**src/rtl/pc_fetch_unit_pkg.sv**
```systemverilog
// Shared constants and types for the PC/fetch block.
// Widths, the reset PC default, the fetch-state encoding and the branch-offset width.
package pc_fetch_unit_pkg;

  localparam int              PC_WIDTH         = 16;
  localparam logic [15:0]     DEFAULT_RESET_PC = 16'h0000;
  localparam int              BR_OFF_W         = 8;

  typedef enum logic [1:0] {
    ST_START   = 2'd0,
    ST_FETCH   = 2'd1,
    ST_DELIVER = 2'd2
  } fetch_state_t;

endpackage

```
**src/rtl/pc_fetch_unit_branch_target_calc.sv**
```systemverilog
// Relative branch target: base + (sign-extended word offset << 1), wrapping at WIDTH bits.
// Purely combinational, zero latency, no flow control.
import pc_fetch_unit_pkg::*;

module branch_target_calc #(
  parameter int WIDTH = PC_WIDTH,
  parameter int OFF_W = BR_OFF_W
) (
  input  logic [WIDTH-1:0] base,
  input  logic [OFF_W-1:0] offset,
  output logic [WIDTH-1:0] target
);

  logic [WIDTH-1:0] off_ext;
  logic [WIDTH-1:0] off_bytes;

  assign off_ext   = {{(WIDTH-OFF_W){offset[OFF_W-1]}}, offset};
  assign off_bytes = off_ext << 1;
  assign target    = base + off_bytes;

endmodule

```
**src/rtl/pc_fetch_unit.sv**
```systemverilog
// PC register plus req/ack instruction fetch; one instruction per >=2 cycles, 1-cycle fetch latency.
// Memory wait states hold FETCH; decode stall holds DELIVER and defers any redirect.
import pc_fetch_unit_pkg::*;

module pc_fetch_unit #(
  parameter int               WIDTH    = PC_WIDTH,
  parameter logic [WIDTH-1:0] RESET_PC = DEFAULT_RESET_PC
) (
  input  logic                CLK,
  input  logic                Reset,
  output logic [WIDTH-1:0]    oldPC,
  input  logic [WIDTH-1:0]    nextPC,
  output logic                imem_req,
  output logic [WIDTH-1:0]    imem_addr,
  input  logic                imem_ack,
  input  logic [WIDTH-1:0]    imem_data,
  output logic [WIDTH-1:0]    instr,
  output logic                instr_valid,
  input  logic                stall,
  input  logic                jump,
  input  logic [WIDTH-1:0]    jump_target,
  input  logic                branch_taken,
  input  logic [BR_OFF_W-1:0] branch_offset,
  output logic                align_err
);

  fetch_state_t     state;
  logic [WIDTH-1:0] branch_target;

  // Branch base is the already-advanced PC held during DELIVER.
  branch_target_calc #(
    .WIDTH (WIDTH),
    .OFF_W (BR_OFF_W)
  ) u_branch_target_calc (
    .base   (oldPC),
    .offset (branch_offset),
    .target (branch_target)
  );

  assign imem_addr = oldPC;

  always_ff @(posedge CLK) begin
    if (Reset) begin
      state       <= ST_START;
      oldPC       <= RESET_PC;
      instr       <= '0;
      instr_valid <= 1'b0;
      imem_req    <= 1'b0;
      align_err   <= 1'b0;
    end else begin
      case (state)
        ST_START: begin
          state    <= ST_FETCH;
          imem_req <= 1'b1;
        end

        ST_FETCH: begin
          if (imem_ack) begin
            instr       <= imem_data;
            instr_valid <= 1'b1;
            oldPC       <= nextPC;
            imem_req    <= 1'b0;
            state       <= ST_DELIVER;
          end
        end

        ST_DELIVER: begin
          if (!stall) begin
            instr_valid <= 1'b0;
            imem_req    <= 1'b1;
            state       <= ST_FETCH;
            // Jump beats branch; odd targets are forced even and flagged.
            if (jump) begin
              oldPC <= {jump_target[WIDTH-1:1], 1'b0};
              if (jump_target[0]) begin
                align_err <= 1'b1;
              end
            end else if (branch_taken) begin
              oldPC <= branch_target;
            end
          end
        end

        default: begin
          state       <= ST_START;
          imem_req    <= 1'b0;
          instr_valid <= 1'b0;
        end
      endcase
    end
  end

endmodule

```
**config.mk**
```make
export PLATFORM = sky130hd
export DESIGN_NAME = pc_fetch_unit
export DESIGN_NICKNAME = d
export VERILOG_FILES = /design/src/rtl/pc_fetch_unit_pkg.sv /design/src/rtl/pc_fetch_unit_branch_target_calc.sv /design/src/rtl/pc_fetch_unit.sv
export SDC_FILE = /design/constraint.sdc
export NUM_CORES = 1
export LEC_CHECK = 0
export ABC_CLOCK_PERIOD_IN_PS = 4600
export CAP_MARGIN = 20
export CORE_MARGIN = 2
export CORE_UTILIZATION = 45
export DETAILED_ROUTE_END_ITERATION = 6
export GPL_TIMING_DRIVEN = 0
export HOLD_SLACK_MARGIN = 0.05
export MAX_ROUTING_LAYER = met4
export PLACE_DENSITY_LB_ADDON = 0.25
export SYNTH_ARGS = -nofsm -noshare
export SYNTH_HDL_FRONTEND = slang
export SYNTH_SLANG_ARGS = --single-unit
```
**constraint.sdc**
```tcl
create_clock -name CLK -period 4.6 [get_ports CLK]
set_input_delay 0.46 -clock CLK [delete_from_list [all_inputs] [get_ports CLK]]
set_output_delay 0.46 -clock CLK [all_outputs]
set_load 0.05 [all_outputs]
```
Figure 1. Where the registers sit.
Other sequential cells in the stronger gray, the rest of the logic in the fainter gray.
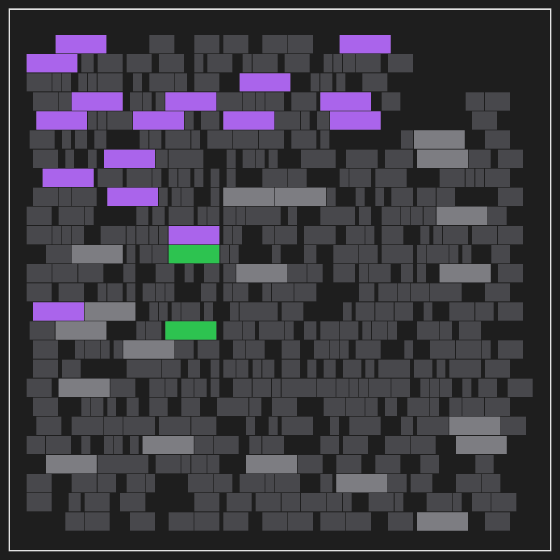
purple -> instr  # flops 16
green -> state  # flops 2
P_seq: 0.358 mW
Seq/total area: 20.1%
post-layout util: 72.2%
Reg area: 741 um^2

Figure 2. Clock wiring as the flow saved it.
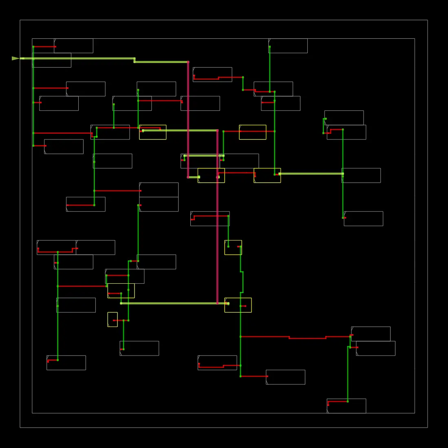
Skew-Pair Late Insertion Delay: 0.29 ns
skew final: 0.00502 ns
clkbuf count: 6
CTS Buf Count: 5

Figure 3. Clock network drawn from the DEF.
Scale bar: 20 um.
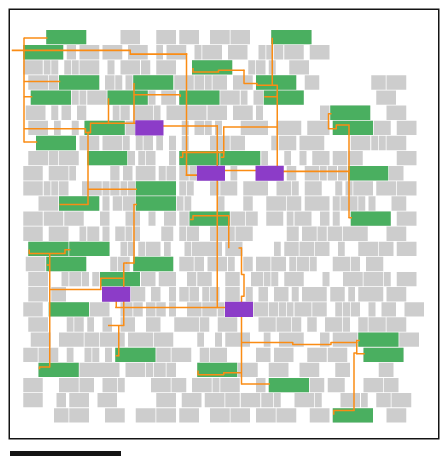
purple -> cells driving clock nets  # count 5
orange -> clock wires  # length 527 um
green -> flip-flops  # count 37
flops lie = all over the die
P_clk: 0.249 mW
Clock power frac: 25.0%

==> results_slide.txt <==
Run Summary

Outcome
  • Outcome: complete, no violations

Synthesis
  • Largest type area fraction: 30.9%
  • Asr flop ratio synth: 0%
  • Area leader, netlist: dfxtp_1
  • Cell count after synthesis: 321
  • Distinct cells, synth: 44
  • Mapped Area: 2390 um^2
  • Synth Net Count: 398
  • EDFF count, synth: 0
  • Ys Warns: 0
  • Seq/Total Area, Yosys: 30.9%
  • Yosys stat area: 2390 um^2
  • Post-synth top flop: dfxtp_1
  • Area contributors post-synth: dfxtp_1 (31%), nand2_1 (8.8%), a21oi_1 (8.2%)
  • #FFs+latches synth: 37

Cells and area
  • N_diodes: 0
  • FILL cells: 443
  • Fin area: 3690 um^2
  • Layout Cells excl Fill: 510
  • Final Net Count: 516
  • Layout area overhead: 54.1%
  • Layout cells sized above 1: 6.82%

Power
  • Leak: 1.41 nW
  • Pwr dens: 270 nW/um^2
  • Power Total: 0.996 mW
  • Worst vdd ir: 0.000171 V

Critical path
  • Crit path DRT: 4.81 ns
  • Critical path arrival: 3.14 ns
  • Crit Reg-Reg Startpoint: imem_addr[1]
  • CP Capture Type: flip-flop
  • Reg2Reg Depth: 9
  • Crit Path Class: input pin to flip-flop
  • Worst r2r dst: imem_addr[13]
  • CP startpoint: branch_offset[7]
  • R2R setup slack: 2.03 ns
  • Max Fanout on Critical Path: 8
  • Critical Path Sink: imem_addr[15]

Floorplanning
  • Row cnt: 26
  • Die Size: 5920 um^2
  • Die width: 77.0 um
  • Core area: 5110 um^2
  • Num ports: 113
  • Initial Utilization: 46.9%
  • Die H: 77.0 um

Clock tree
  • TritonCTS clock tree: done
  • CTS clk-pin slew, worst paths: 0.08 ns
  • Clock root buffer: clkbuf_8
  • Hold-fix buffers, CTS: 0
  • Clock Tree Buf Depth: 2
  • Num Clock Sinks: 37
  • Depth of the CTS H-tree: 2
  • # Post-CTS Setup Buffers: 0
  • Post-CTS sizing: 0

Route
  • DRT Pass-1 Iters: 4
  • Vias per cell: 5.46
  • 1st-iter DRT viols: 261
  • WL final: 7720 um
  • Routed via count: 2,784
  • Wirelength per Cell: 15.1 um
  • Antenna Violating Nets Remaining: 0
  • Residual DRC: 0

Run
  • OpenROAD warning count: 26
  • Max-cap violations: 0

GRT
  • GRT Overall Usage: 27.2%
  • Initial antenna violation count: 0
  • Grt ovf: 0
  • Largest net degree at the start of global routing: 13
  • First-pass GRT wire length: 12,600 um

Placement
  • Placed Cells: 502
  • Pre-CTS WS: 1.42 ns
  • PortBufs: 111
  • DP HPWL: 5930 um
  • Final GP Congestion: 0.888

STA
  • Setup Viol. Count Final: 0
  • Fmax: 342 MHz
  • Fin crit period: 2.93 ns
  • Final hold vios: 0
  • Period utilization: 63.7%
  • Setup WS post-layout: 1.67 ns
  • Setup TNS: 0 ns
  • Max Transition Viols Final: 0
  • RSZ-0062 raised after global routing: false
  • Hold_ws: 0.459 ns
  • Max_slew headroom: 60.1%
  • Slew @ Worst Pin: 0.594 ns

Hold path
  • Hold Path End: instr[15]
  • Hold Crit Start: instr[15]
  • Worst hold path type: flip-flop to flip-flop
## final cells by class
cell class              instances  area (um^2)  area share [%]
clock inverters                 2         13.8           0.373
inverters                      10         37.5            1.02
flip-flops and latches         37          741            20.1
plain buffers                  31          178            4.82
well taps                      70         87.6            2.37
multi-input cells             243         1440            39.0
repair buffers                111         1110            30.1
clock buffers                   6         82.6            2.24
## worst max-delay path, stage by stage
cell	delay (ns)
clkdlybuf4s50_1	0.69
ha_1	0.37
a211oi_1	0.28
o21bai_1	0.15
a221o_1	0.36
or3_1	0.37
a21o_1	0.20
a311oi_2	0.25
## placed cells by master (no fill, tap or decap), types with 2 or more instances in the layout
| cell type | netlist | final |
|---|---|---|
| xor2_1 | 2 | 2 |
| clkdlybuf4s50_1 | 0 | 111 |
| a211oi_1 | 10 | 10 |
| a21o_1 | 5 | 5 |
| a221oi_1 | 3 | 3 |
| nor4_1 | 3 | 3 |
| o21a_1 | 4 | 4 |
| o31ai_1 | 2 | 2 |
| and3_1 | 2 | 2 |
| buf_4 | 16 | 16 |
| nor2b_1 | 3 | 3 |
| a311oi_1 | 2 | 2 |
| o221ai_1 | 3 | 3 |
| nor2_1 | 38 | 38 |
| inv_1 | 10 | 10 |
| nand3b_1 | 4 | 4 |
| o21bai_1 | 2 | 2 |
| clkbuf_8 | 0 | 6 |
| a31oi_1 | 3 | 3 |
| dfxtp_1 | 37 | 37 |
| clkbuf_1 | 14 | 14 |
| ha_1 | 14 | 14 |
| o211ai_1 | 8 | 8 |
| mux2i_1 | 2 | 2 |
| nand2_1 | 56 | 56 |
| nor3_1 | 6 | 6 |
| o21ai_0 | 12 | 12 |
| a21oi_1 | 39 | 39 |
| xnor2_1 | 4 | 4 |
## flip-flops by register name, indices dropped and copies added, names as in the netlist
register / count
align_err: 1
imem_addr: 16
imem_req: 1
instr: 16
instr_valid: 1
state: 2
## where the power goes
part / internal [mW] / total (mW) / switching [mW]
logic: 0.164 / 0.389 / 0.225
registers: 0.340 / 0.358 / 0.0176
clock network: 0.122 / 0.249 / 0.127
## cell usage after synthesis (5+ instances only)
master / instances
clkbuf_1: 14
o21ai_0: 12
a21o_1: 5
nor3_1: 6
o211ai_1: 8
a21oi_1: 39
inv_1: 10
buf_4: 16
nor2_1: 38
nand2_1: 56
dfxtp_1: 37
a211oi_1: 10
ha_1: 14
## kinds of logic (layout without fill, tap and decap cells)
| logic type | after synthesis | in the layout | share of synthesized area [%] |
|---|---|---|---|
| AOI/OAI and AO/OA | 98 | 98 | 26.2 |
| xor gates and xnor gates | 6 | 6 | 2.19 |
| adders and majority gates | 15 | 15 | 8.15 |
| buffers and inverters | 41 | 160 | 8.99 |
| DFF | 37 | 37 | 30.9 |
| muxes | 3 | 3 | 1.31 |
| and+or+nand+nor | 121 | 121 | 22.2 |
## metal layers
| layer | GRT usage [%] | share of wire, % | vias to the layer above |
|---|---|---|---|
| li1 | - | - | 1356 |
| met1 | 33.9 | 41 | 1300 |
| met2 | 46.1 | 50 | 123 |
| met3 | 4.59 | 7.8 | 5 |
| met4 | 6.18 | 0.70 | 0 |
| met5 | - | 0 | - |
Power figures rest on the tool's default switching activity, not on a simulated workload.
